`src/rtl/fetch.sv`:
```
// fetch - instruction fetch stage.
//
// Issues one request at a time on a valid/ready instruction-memory port.
// It registers the response into the decode-facing outputs. If decode is
// stalled when the response arrives, the response is parked in a
// one-entry hold buffer. A flush redirects the PC. Any response still in
// flight for the old stream is drained and dropped.
//
// Optional feature macro: FETCH_PERF_CNT_EN
//   When defined, adds the fetch_count and fetch_wait_cycles counters as
//   output ports.
//
// Ports:
//   clk                  clock
//   reset                synchronous, active-high reset
//   imem_req_valid       request strobe (only when pc is word aligned)
//   imem_req_ready       memory accepts the request
//   imem_req_addr        fetch address (always equal to pc)
//   imem_rsp_valid       response strobe, never back-pressured
//   imem_rsp_data        instruction word of the response
//   imem_rsp_error       access fault flagged on the response
//   stall                decode hold; freezes all decode-facing outputs
//   flush                redirect request, overrides stall
//   redirect_pc          new PC, sampled when flush=1
//   PC_out               PC of the issued instruction
//   instr_out            issued instruction word
//   exception_out        exception code
//   exception_out_valid  exception present
//   pipeline_out_valid   outputs hold a valid instruction
//   fetch_count          (FETCH_PERF_CNT_EN) instructions loaded into outputs
//   fetch_wait_cycles    (FETCH_PERF_CNT_EN) cycles spent in WAIT or DRAIN
module fetch #(
  parameter int unsigned       ADDR_W                = 32,
  parameter int unsigned       INSTR_W               = 32,
  parameter int unsigned       EX_W                  = 4,
  parameter logic [ADDR_W-1:0] RESET_PC              = '0,
  parameter logic [EX_W-1:0]   EX_INSTR_MISALIGNED   = EX_W'(0),
  parameter logic [EX_W-1:0]   EX_INSTR_ACCESS_FAULT = EX_W'(1)
) (
  input  logic               clk,
  input  logic               reset,
  output logic               imem_req_valid,
  input  logic               imem_req_ready,
  output logic [ADDR_W-1:0]  imem_req_addr,
  input  logic               imem_rsp_valid,
  input  logic [INSTR_W-1:0] imem_rsp_data,
  input  logic               imem_rsp_error,
  input  logic               stall,
  input  logic               flush,
  input  logic [ADDR_W-1:0]  redirect_pc,
  output logic [ADDR_W-1:0]  PC_out,
  output logic [INSTR_W-1:0] instr_out,
  output logic [EX_W-1:0]    exception_out,
  output logic               exception_out_valid,
  output logic               pipeline_out_valid
`ifdef FETCH_PERF_CNT_EN
  ,
  output logic [31:0]        fetch_count,
  output logic [31:0]        fetch_wait_cycles
`endif
);

  typedef enum logic [2:0] {S_REQ, S_WAIT, S_HOLD, S_DRAIN, S_HALT} state_t;

  state_t             state;
  logic [ADDR_W-1:0]  pc;
  logic [INSTR_W-1:0] hold_instr;
  logic               hold_error;

  logic               misaligned;
  logic               req_fire;
  logic               outstanding;
  logic               rsp_load;
  logic [INSTR_W-1:0] load_instr;
  logic               load_error;

  assign misaligned     = pc[1:0] != 2'b00;
  // Request is gated by reset so nothing is presented during a reset cycle.
  assign imem_req_valid = !reset && (state == S_REQ) && !misaligned;
  assign imem_req_addr  = pc;
  assign req_fire       = imem_req_valid && imem_req_ready;

  // A flush must drain if a request is still owed a response.
  // That covers a handshake that completes in the flush cycle itself.
  // It also covers a wait whose response has not shown up in that cycle.
  assign outstanding = (state == S_REQ && req_fire) ||
                       ((state == S_WAIT || state == S_DRAIN) && !imem_rsp_valid);

  // Source of an output load: the live response in WAIT, or the parked
  // response in HOLD, in both cases only once decode is not stalled.
  always_comb begin
    rsp_load   = 1'b0;
    load_instr = imem_rsp_data;
    load_error = imem_rsp_error;
    if (!stall) begin
      if (state == S_WAIT && imem_rsp_valid) begin
        rsp_load = 1'b1;
      end else if (state == S_HOLD) begin
        rsp_load   = 1'b1;
        load_instr = hold_instr;
        load_error = hold_error;
      end
    end
  end

  always_ff @(posedge clk) begin
    if (reset) begin
      state               <= S_REQ;
      pc                  <= RESET_PC;
      hold_instr          <= '0;
      hold_error          <= 1'b0;
      PC_out              <= '0;
      instr_out           <= '0;
      exception_out       <= '0;
      exception_out_valid <= 1'b0;
      pipeline_out_valid  <= 1'b0;
    end else if (flush) begin
      pc                 <= redirect_pc;
      pipeline_out_valid <= 1'b0;
      hold_instr         <= '0;
      hold_error         <= 1'b0;
      state              <= outstanding ? S_DRAIN : S_REQ;
    end else begin
      // The valid flag is a one-cycle pulse unless decode holds it.
      if (!stall) begin
        pipeline_out_valid <= 1'b0;
      end
      if (rsp_load) begin
        PC_out             <= pc;
        instr_out          <= load_instr;
        pipeline_out_valid <= 1'b1;
        pc                 <= pc + ADDR_W'(4);
        if (load_error) begin
          exception_out       <= EX_INSTR_ACCESS_FAULT;
          exception_out_valid <= 1'b1;
          state               <= S_HALT;
        end else begin
          exception_out_valid <= 1'b0;
          state               <= S_REQ;
        end
      end else begin
        case (state)
          S_REQ: begin
            if (misaligned) begin
              if (!stall) begin
                PC_out              <= pc;
                instr_out           <= '0;
                exception_out       <= EX_INSTR_MISALIGNED;
                exception_out_valid <= 1'b1;
                pipeline_out_valid  <= 1'b1;
                state               <= S_HALT;
              end
            end else if (req_fire) begin
              state <= S_WAIT;
            end
          end
          // Reaching here with a response means decode is stalled.
          S_WAIT: begin
            if (imem_rsp_valid) begin
              hold_instr <= imem_rsp_data;
              hold_error <= imem_rsp_error;
              state      <= S_HOLD;
            end
          end
          S_DRAIN: begin
            if (imem_rsp_valid) begin
              state <= S_REQ;
            end
          end
          default: begin
          end
        endcase
      end
    end
  end

`ifdef FETCH_PERF_CNT_EN
  // Only responses that actually reach the outputs are counted.
  // Responses dropped by a flush are excluded.
  always_ff @(posedge clk) begin
    if (reset) begin
      fetch_count       <= '0;
      fetch_wait_cycles <= '0;
    end else begin
      if (rsp_load && !flush) begin
        fetch_count <= fetch_count + 32'd1;
      end
      if (state == S_WAIT || state == S_DRAIN) begin
        fetch_wait_cycles <= fetch_wait_cycles + 32'd1;
      end
    end
  end
`endif

endmodule
```
`config.mk`:
```
export PLATFORM = sky130hd
export DESIGN_NAME = fetch
export DESIGN_NICKNAME = d
export VERILOG_FILES = /design/src/rtl/fetch.sv
export SDC_FILE = /design/constraint.sdc
export NUM_CORES = 1
export LEC_CHECK = 0
export ABC_AREA = 1
export ABC_CLOCK_PERIOD_IN_PS = 1990
export CORE_UTILIZATION = 49
export DETAILED_ROUTE_END_ITERATION = 16
export GPL_TIMING_DRIVEN = 0
export HOLD_SLACK_MARGIN = 0.1
export PLACE_DENSITY_LB_ADDON = 0.05
export SYNTH_ARGS = -nofsm -noshare
export SYNTH_HDL_FRONTEND = slang
export SYNTH_SLANG_ARGS = --single-unit
```
`constraint.sdc`:
```
create_clock -name clk -period 1.99 [get_ports clk]
set_input_delay 0.2985 -clock clk [delete_from_list [all_inputs] [get_ports clk]]
set_output_delay 0.2985 -clock clk [all_outputs]
set_load 0.05 [all_outputs]
```
The clock network:
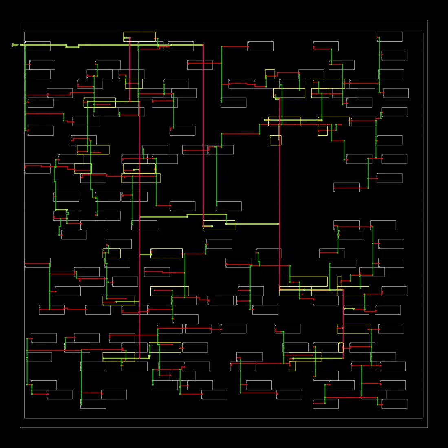
Clk power: 3.26 mW
flip-flops: 135

Met2 routing:
Scale: 3 px per um. Cells faint in the background.
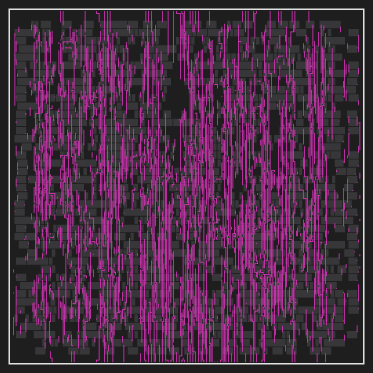
979 nets have wire on it. The wires run mostly vertical. The layer holds 48% of the routed length.
vias: 7,029
met2 Track Usage GR: 50.99%
WL final: 19.94 mm

Clock distribution:
Scale: 4 px per um.
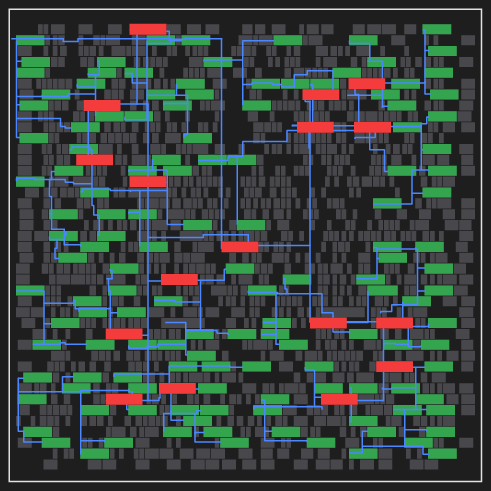
Red marks clock-net drivers, count 17. Green marks flip-flops, count 135. Blue marks clock wires, length 1,730 um.
There are 18 routed clock nets. Position of the flops: spread over the die.
Worst Skew: 0.005294 ns
worst skew pair latency: 0.42 ns
Clk pwr share: 33.5%

Ports around the boundary:
Scale: 2 px per um. Pins as bars across the die edge, other pins in grey.
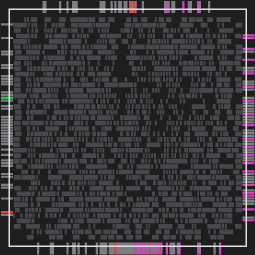
Magenta marks PC_out, pins 32, direction output, edge 19 right, 10 bottom, 3 top. Green marks exception_out_valid, pins 1, direction output, edge left. Red marks exception_out, pins 4, direction output, edge 2 top, 1 bottom, 1 left.
number of port buffers: 168
chip width: 117.7 um
die height: 117.7 um

cell type report:
| type | count | area share, % |
|---|---|---|
| multi-input combinational | 737 | 35.20 |
| buffer | 57 | 3.355 |
| inverter | 105 | 4.359 |
| timing repair buffer | 171 | 18.34 |
| sequential | 135 | 29.71 |
| clock inverter | 7 | 1.306 |
| tap | 172 | 2.365 |
| clock buffer | 23 | 5.362 |
report_power, final:
| part | total, mW | switching (mW) | internal [mW] |
|---|---|---|---|
| combinational | 3.22 | 2.15 | 1.08 |
| sequential | 3.25 | 0.230 | 3.02 |
| clock | 3.26 | 1.17 | 2.09 |
metal layers:
layer	part of all wire (%)	GRT usage, %
met1	42	35.27
met2	48	50.99
met5	0	0
met4	3.0	13.62
met3	7.0	5.717
registers in the layout, summed over array words and instances, names as in the netlist:
name,cells
hold_error,1
hold_instr,32
PC_out,32
exception_out,1
exception_out_valid,1
instr_out,32
imem_req_addr,32
pipeline_out_valid,1
state,3
cells by family (layout without fill, tap and decap cells):
family          count (synthesis)  after routing  share of synthesized area [%]
other cells                     1              3                        0.05716
flops                         135            135                          41.20
xor+xnor                       11             11                          1.469
compound gates                201            201                          15.77
simple gates                  521            521                          30.90
buf+inv                       162            363                          10.41
fa+ha+maj                       1              1                         0.1907
layout by cell type (no fill, tap or decap), types with 28 or more instances in the layout:
master | Yosys | final
clkbuf_1 | 30 | 29
a21oi_1 | 80 | 80
nand3_1 | 30 | 30
o21ai_0 | 98 | 95
inv_1 | 99 | 99
nand2_1 | 275 | 275
clkdlybuf4s50_1 | 0 | 138
dfxtp_1 | 135 | 134
dlygate4sd2_1 | 0 | 28
nor2_1 | 206 | 205
stage by stage:
stage	area [sq um]	setup WS, ns	hold WS [ns]	setup TNS [ns]	cells
global placement	8469	-0.4086	0.4403	-22.75	1374
detailed placement	8469	-0.4222	0.4446	-22.80	1374
CTS	9040	0.0001730	0.3523	0	1404
global route	9100	-0.03578	0.3815	-0.1652	1407
finish	9100	0.07112	0.3774	0	1407
floorplan	6573	0.004682	0.4297	0	1034
repair_timing:
item                                    in CTS  in global routing
resized                                     35                 20
setup buffers                                0                  3
pin swaps                                    0                  3
hold buffers                                 0                  0
endpoints found under the setup margin      34                 62
path summary, 6_finish.rpt:
kind                                                     from                              to  slack (ns)
worst min-delay path                                    reset   imem_req_addr[2]$_SDFFE_PP0P_        0.38
worst max-delay path            imem_req_addr[1]$_SDFFE_PP0P_                imem_req_addr[1]        0.07
worst min register to register    hold_instr[16]$_SDFFE_PP0P_     hold_instr[16]$_SDFFE_PP0P_        0.46
worst max register to register  imem_req_addr[2]$_SDFFE_PP0P_  imem_req_addr[28]$_SDFFE_PP0P_        0.13
==> impl_metrics.yaml <==
# yosys + openroad results
floorplanning:
  io_pins: 174
  fp_util_pct: 51.15
final_layout:
  antenna_cells: 0
  final-comb-area_sq_um: 3203
  fin_util_pct: 70.96
  fillerInstances: 1181
  seq_area_sq_um: 2704
clocking:
  clock-sinks: 135
  cts_tree: "yes"
  htree_levels: 4
placed_design:
  gpl.final_weighted_congestion: 0.9618
routing:
  antenna_left: 0
  dr.pass1.iters: 5
setup_path:
  critPathKind: "reg2out"
  path_buffers: 1
  cp_num_cells: 1
  worst_ep_arrival_time_ns: 1.62
  worstPathRequired_ns: 1.69
  cp_cell_sequence: "clkdlybuf4s50_1"
sta:
  max_freq_mhz: 521.1
  setup_viol: 0
  slew_headroom_pct: 57.27
  finalCritPeriodShare_pct: 96.43
  period_minus_slack_ns: 1.919
  grt_setup_unrepaired: "true"
synthesis:
  most_common_cell: "nand2_1"
  ys_chip_area_sq_um: 6560
  ys_cells: 1032
  yosys_register_bits: 135
  topCellsByArea: "dfxtp_1, nand2_1, nor2_1"
  yosysSeqAreaShare_pct: 41.20
  netlist.area_leader.share_pct: 41.20
global_routing:
  grt_usage_pct: 29.56
  grt_first_pass_wirelength_mm: 32.40
status:
  status: "finished, final reports clean"
power:
  total_leakage_power_nw: 3.869
  total_power_mw: 9.734
Power is estimated from default activity; no workload was simulated.
